--- src/rtl/pipeline_mem_ctrl_pkg.sv ---
// Shared RV32I datapath types: mux-select enums and the memory-controller FSM states.
package rv32i_types;

    typedef enum logic [1:0] {
        PCMUX_PC_PLUS4,
        PCMUX_ALU_OUT,
        PCMUX_ALU_MOD2
    } pcmux_sel_t;

    typedef enum logic {
        ALUMUX1_RS1,
        ALUMUX1_PC
    } alumux1_sel_t;

    typedef enum logic [2:0] {
        ALUMUX2_I_IMM,
        ALUMUX2_U_IMM,
        ALUMUX2_B_IMM,
        ALUMUX2_S_IMM,
        ALUMUX2_J_IMM,
        ALUMUX2_RS2
    } alumux2_sel_t;

    typedef enum logic [1:0] {
        PMC_FETCH,
        PMC_DATA,
        PMC_DONE
    } pmc_state_t;

endpackage

--- src/rtl/pipeline_mem_ctrl_sat_counter.sv ---
// Saturating up-counter; holds at all-ones until reset.
module sat_counter #(
    parameter int unsigned CNT_W = 32
) (
    input  logic             clk,
    input  logic             rst_n,
    input  logic             inc,
    output logic [CNT_W-1:0] count
);

    always_ff @(posedge clk or negedge rst_n) begin
        if (!rst_n) begin
            count <= '0;
        end else if (inc && (count != '1)) begin
            count <= count + CNT_W'(1);
        end
    end

endmodule

--- src/rtl/pipeline_mem_ctrl.sv ---
// Serialises the per-step fetch and data access onto one memory port and pulses load_pipeline.
// Optional performance counters are built when PMC_PERF_CNT_EN is defined.
module pipeline_mem_ctrl
    import rv32i_types::*;
#(
    parameter int unsigned CNT_W = 32
) (
    input  logic        clk,
    input  logic        rst_n,
    input  logic        iread,
    input  logic [31:0] inst_addr,
    output logic [31:0] inst,
    input  logic        dread,
    input  logic        dwrite,
    input  logic [31:0] mem_address,
    input  logic [31:0] mem_wdata,
    input  logic [3:0]  mem_byte_enable,
    output logic [31:0] mem_rdata,
    output logic        load_pipeline,
    output logic        pmem_read,
    output logic        pmem_write,
    output logic [31:0] pmem_address,
    output logic [31:0] pmem_wdata,
    output logic [3:0]  pmem_byte_enable,
    input  logic [31:0] pmem_rdata,
    input  logic        pmem_resp
`ifdef PMC_PERF_CNT_EN
    ,
    output logic [CNT_W-1:0] step_count,
    output logic [CNT_W-1:0] wait_cycles
`endif
);

    pmc_state_t state, state_next;
    logic       fetch_active;
    logic       data_active;

    always_ff @(posedge clk or negedge rst_n) begin
        if (!rst_n) begin
            state     <= PMC_FETCH;
            inst      <= '0;
            mem_rdata <= '0;
        end else begin
            state <= state_next;
            if (fetch_active && pmem_resp)
                inst <= pmem_rdata;
            if (data_active && dread && !dwrite && pmem_resp)
                mem_rdata <= pmem_rdata;
        end
    end

    // Strobes depend on the state register and the held request inputs only,
    // and are forced low while reset is asserted.
    always_comb begin
        fetch_active     = rst_n && (state == PMC_FETCH) && iread;
        data_active      = rst_n && (state == PMC_DATA);
        pmem_read        = fetch_active || (data_active && dread && !dwrite);
        pmem_write       = data_active && dwrite;
        pmem_address     = '0;
        pmem_wdata       = '0;
        pmem_byte_enable = '0;
        load_pipeline    = (state == PMC_DONE);
        state_next       = state;

        if (fetch_active)
            pmem_address = inst_addr;
        else if (data_active)
            pmem_address = mem_address;
        if (pmem_write) begin
            pmem_wdata       = mem_wdata;
            pmem_byte_enable = mem_byte_enable;
        end

        case (state)
            PMC_FETCH: begin
                if (!iread || pmem_resp)
                    state_next = (dread || dwrite) ? PMC_DATA : PMC_DONE;
            end
            PMC_DATA: begin
                if (pmem_resp || !(dread || dwrite))
                    state_next = PMC_DONE;
            end
            PMC_DONE: state_next = PMC_FETCH;
            default:  state_next = PMC_FETCH;
        endcase
    end

    always_ff @(posedge clk) begin
        if (rst_n && (state == PMC_DATA))
            assert (!(dread && dwrite));
    end

`ifdef PMC_PERF_CNT_EN
    logic wait_inc;

    always_comb begin
        wait_inc = (pmem_read || pmem_write) && !pmem_resp;
    end

    sat_counter #(.CNT_W(CNT_W)) u_step_cnt (
        .clk   (clk),
        .rst_n (rst_n),
        .inc   (load_pipeline),
        .count (step_count)
    );

    sat_counter #(.CNT_W(CNT_W)) u_wait_cnt (
        .clk   (clk),
        .rst_n (rst_n),
        .inc   (wait_inc),
        .count (wait_cycles)
    );
`endif

endmodule
--- config.mk ---
export PLATFORM = sky130hd
export DESIGN_NAME = pipeline_mem_ctrl
export DESIGN_NICKNAME = d
export VERILOG_FILES = /design/src/rtl/pipeline_mem_ctrl_pkg.sv /design/src/rtl/pipeline_mem_ctrl_sat_counter.sv /design/src/rtl/pipeline_mem_ctrl.sv
export SDC_FILE = /design/constraint.sdc
export NUM_CORES = 1
export LEC_CHECK = 0
export CAP_MARGIN = 10
export CORE_AREA = 5 5 103 105
export CTS_BUF_LIST = sky130_fd_sc_hd__clkbuf_8
export DETAILED_ROUTE_END_ITERATION = 8
export DIE_AREA = 0 0 108 110
export GPL_TIMING_DRIVEN = 0
export PLACE_DENSITY = 0.83
export SYNTH_ARGS = -nofsm -noshare
export SYNTH_HDL_FRONTEND = slang
export SYNTH_SLANG_ARGS = --single-unit
--- constraint.sdc ---
create_clock -name clk -period 4.4 [get_ports clk]
set_input_delay 1.32 -clock clk [delete_from_list [all_inputs] [get_ports clk]]
set_output_delay 1.32 -clock clk [all_outputs]
set_load 0.01 [all_outputs]
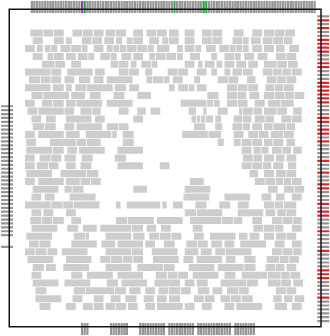
**Above:** pin placement.
Pins as bars across the die edge, other pins in gray.
port	color	pins	direction	edge
`inst_addr`	red	32	input	right
`pmem_resp`	purple	1	input	top
`pmem_byte_enable`	green	4	output	top

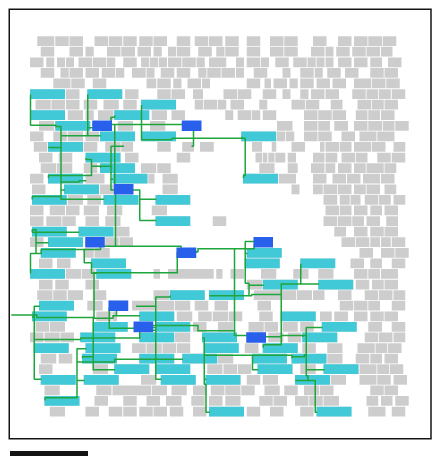
**Above:** clock network drawn from the DEF.
The bar under the picture is 20 um long.
[cells driving clock nets] blue | count: 9
[flip-flops] cyan | count: 66
[clock wires] green | length: 858 um
routed clock nets	10

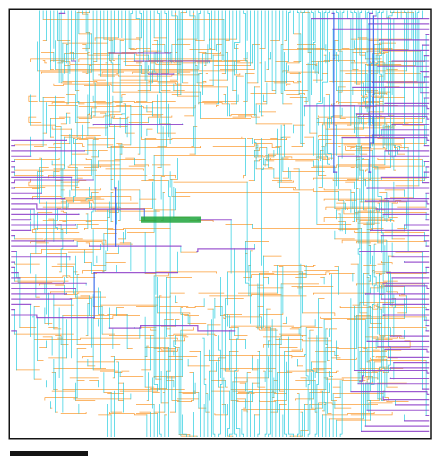
**Above:** metal layers overlaid.
The bar under the picture is 20 um long.
layer	color	wire length
met5	green	13.8 um
met1	orange	4810 um
met4	blue	144 um
met3	purple	1320 um
met2	cyan	6760 um

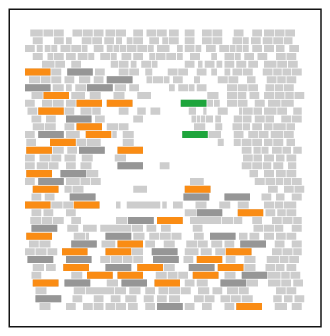
**Above:** where the registers sit.
Other sequential cells in the stronger gray, the rest of the logic in the fainter gray.
netlist name	color	sequential cells
`state`	green	2
`mem_rdata`	orange	32
not colored	32

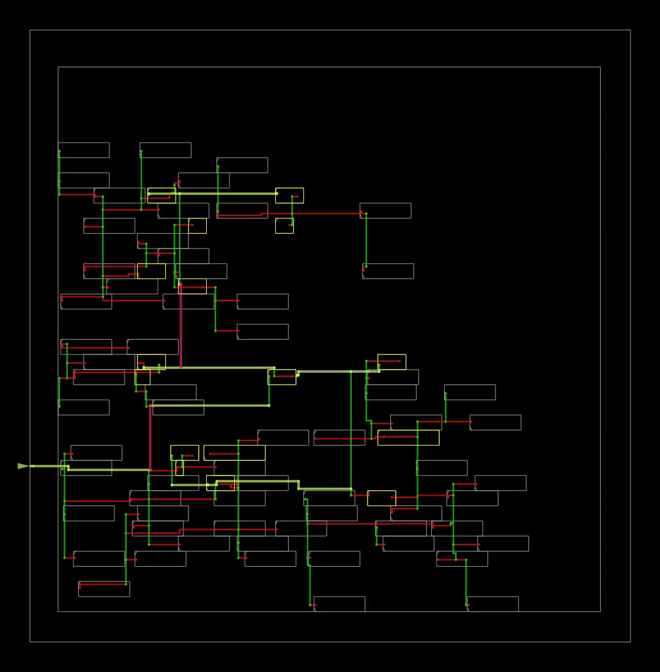
**Above:** clock nets.
Num Clock Sinks: 66
Clock Latency Late Sink: 340 ps
Clock group: 0.574 mW

==> CHANGELOG.md <==
### Changed

* Run status: complete, no violations
* Hold EP: inst[10]
* CTS max path bufs at 2
* Comb/total area at 21.1%
* Power per cell area at 427 mW/mm^2
* Non-clock buffers at 289
* Worst r2r src: state[1]
* Vert. Die Dim at 110 um
* CP Depth at 6
* Total gr overflow at 0
* Leak at 2.86 nW
* Fa+ha+maj area frac at 0%
* Met3 wire length at 1320 um
* Critical path capture point type: primary output
* Mux area share at 23.4%
* WP data arrival at 3030 ps
* Top delay family on crit path: buffers and inverters
* OpenROAD warnings at 26
* CP max-delay cell: clkdlybuf4s50_1
* Flop-to-flop setup slack at 2610 ps
* Detail Route Antenna Nets at 0
* Worst Reg-to-Reg Cells at 4
* Inverters at 1
* Synth Warn # at 0
* N_taps at 133
* TNS Setup at 0 ps
* Post-CTS Hold Fix Bufs at 0
* Root buf cell: clkbuf_8
* CP Cell Sequence: clkdlybuf4s50_1 -> and4bb_2 -> buf_4 -> buf_4 -> a22o_1 -> clkdlybuf4s50_1
* Most common logic cell in the routed design: clkdlybuf4s50_1
* Hold Path Class: reg2reg
* Wire length per cell at 20.1 um
* Sequential cell area share at 26.2%
* Relative slew slack at 73.0%
* CP max FO at 10
* Port Buffer Count at 272
* Largest stage delay, worst path at 540 ps
* Initial antenna violation count at 1
* Max-Cap Viols at 0
* Die Span X at 108 um
* CTS buffer count at 9
* Regs by FF count: inst x32, mem_rdata x32, state x2
* CTS tree: yes
* Comb area at 0.00133 mm^2
* GPL Wtd Cong at 0.806
* Core area at 0.00955 mm^2
* Final Hold Violation Tally at 0
* CP Launch Type: primary input
* Final setup margin at 53.7 ps
* Yosys chip area at 0.00308 mm^2
* Setup violators final at 0
* Nets at 651
* Flip-flops at 66
* F_max at 230 MHz
* Critical Path End: pmem_address[25]
* Vias in the first global route at 3193
* Fillers at 746
* M2 GR Usage at 36.6%
* H-tree depth at 3
* RSZ-0062 raised after global routing: no
* Worst clock skew at 11.9 ps
* Layout Cells excl Fill at 651
* Vias at 3018
* First-pass GRT wire length at 18700 um
* Xor/xnor share at 0%
* Ys cells at 231
* WL met1 at 4810 um
* Fp util at 32.2%
* Residual DRC at 0
* Mapped Area at 0.00308 mm^2
* FF-to-FF End: mem_rdata[24]
* Ant diodes at 0
* Final worst path period share at 98.8%
* Simple Share, Synth at 10.0%
* Synth Seq Share at 53.7%
* Layer with the highest usage: met2
* Total track usage at 20.8%
* Leading cell kind: buffers
* Final-layout non-clock buffer area share at 46.4%
* Area growth from synthesis to layout at 105%
* Crit. Startpoint: iread
* Critical Path RT at 3080 ps
* Cells after Synth at 231
* Placed Cells incl. Taps at 636
* Post-place setup slack at -756 ps
* Overall power at 2.69 mW
* Number of post-CTS setup repair buffers at 0
* Max Transition Viols Final at 0
* Detailed Place HPWL at 10600 um
* WL final at 13100 um
* Met3 usage at 9.26%
* Design area at 0.00630 mm^2
* Final hold slack at 494 ps
* #FFs+latches synth at 66
* Syn_nets at 369
* Comb gates at 146
* Most numerous logic cells after layout: clkdlybuf4s50_1 (251), dfrtp_1 (66), mux2_2 (60), and2_1 (37), a22o_1 (32)
* Initial DRC Count at 119
* Clk tree area frac at 3.60%
* Placement Cell Area at 0.00596 mm^2
* DR pass1 iterations at 4
* Synth unique cells at 21
* Largest net degree at the start of global routing at 36
* Worst-margin pin slew at 404 ps
* CTS clk-pin slew, worst paths at 70 ps
* Worst path bufs/invs at 4
* Aoi share at 9.56%
* Final core occ at 65.9%
* Vias per cell at 4.64
* Worst vdd ir at 0.319 mV
* Die Size at 0.0119 mm^2
* Syn avg cell area at 13.3 um^2
* Layout clock buffers at 10
* Max layer used: met5
* Fin crit period at 4350 ps
* # resized after CTS at 27
* IO Pins at 273
* Worst setup path class: in2out
* Site row count at 36
* Register area at 0.00165 mm^2
* Share of layout cells above drive strength 1 at 18.7%
* Met1 GRT Util at 23.6%
* Number of stages on the worst hold path at 1
* Logic family by area: multiplexers
* Hold_sp: inst[10]
* DR WL met2 at 6760 um
## cells in the mapped netlist
cell type	instances	share of area, %
mux2_1	4	1.5
inv_1	1	0.12
buf_2	3	0.49
and3_1	1	0.20
and4bb_2	1	0.41
nor3b_1	2	0.49
nor2b_1	2	0.41
a22o_1	32	9.1
mux2_2	60	22
dfrtp_1	66	54
and2_1	37	7.5
nor3_1	1	0.16
clkbuf_1	11	1.3
nand4bb_1	1	0.37
buf_4	1	0.24
nand2_1	1	0.12
buf_6	3	1.1
a31o_2	1	0.28
o21ai_0	1	0.16
nand2_2	1	0.20
nor2_1	1	0.12
## where the power goes
group,internal [mW],switching [mW]
combinational,0.752,0.415
sequential,0.830,0.118
clock,0.336,0.238
total,1.92,0.771
Power is estimated from default activity; no workload was simulated.
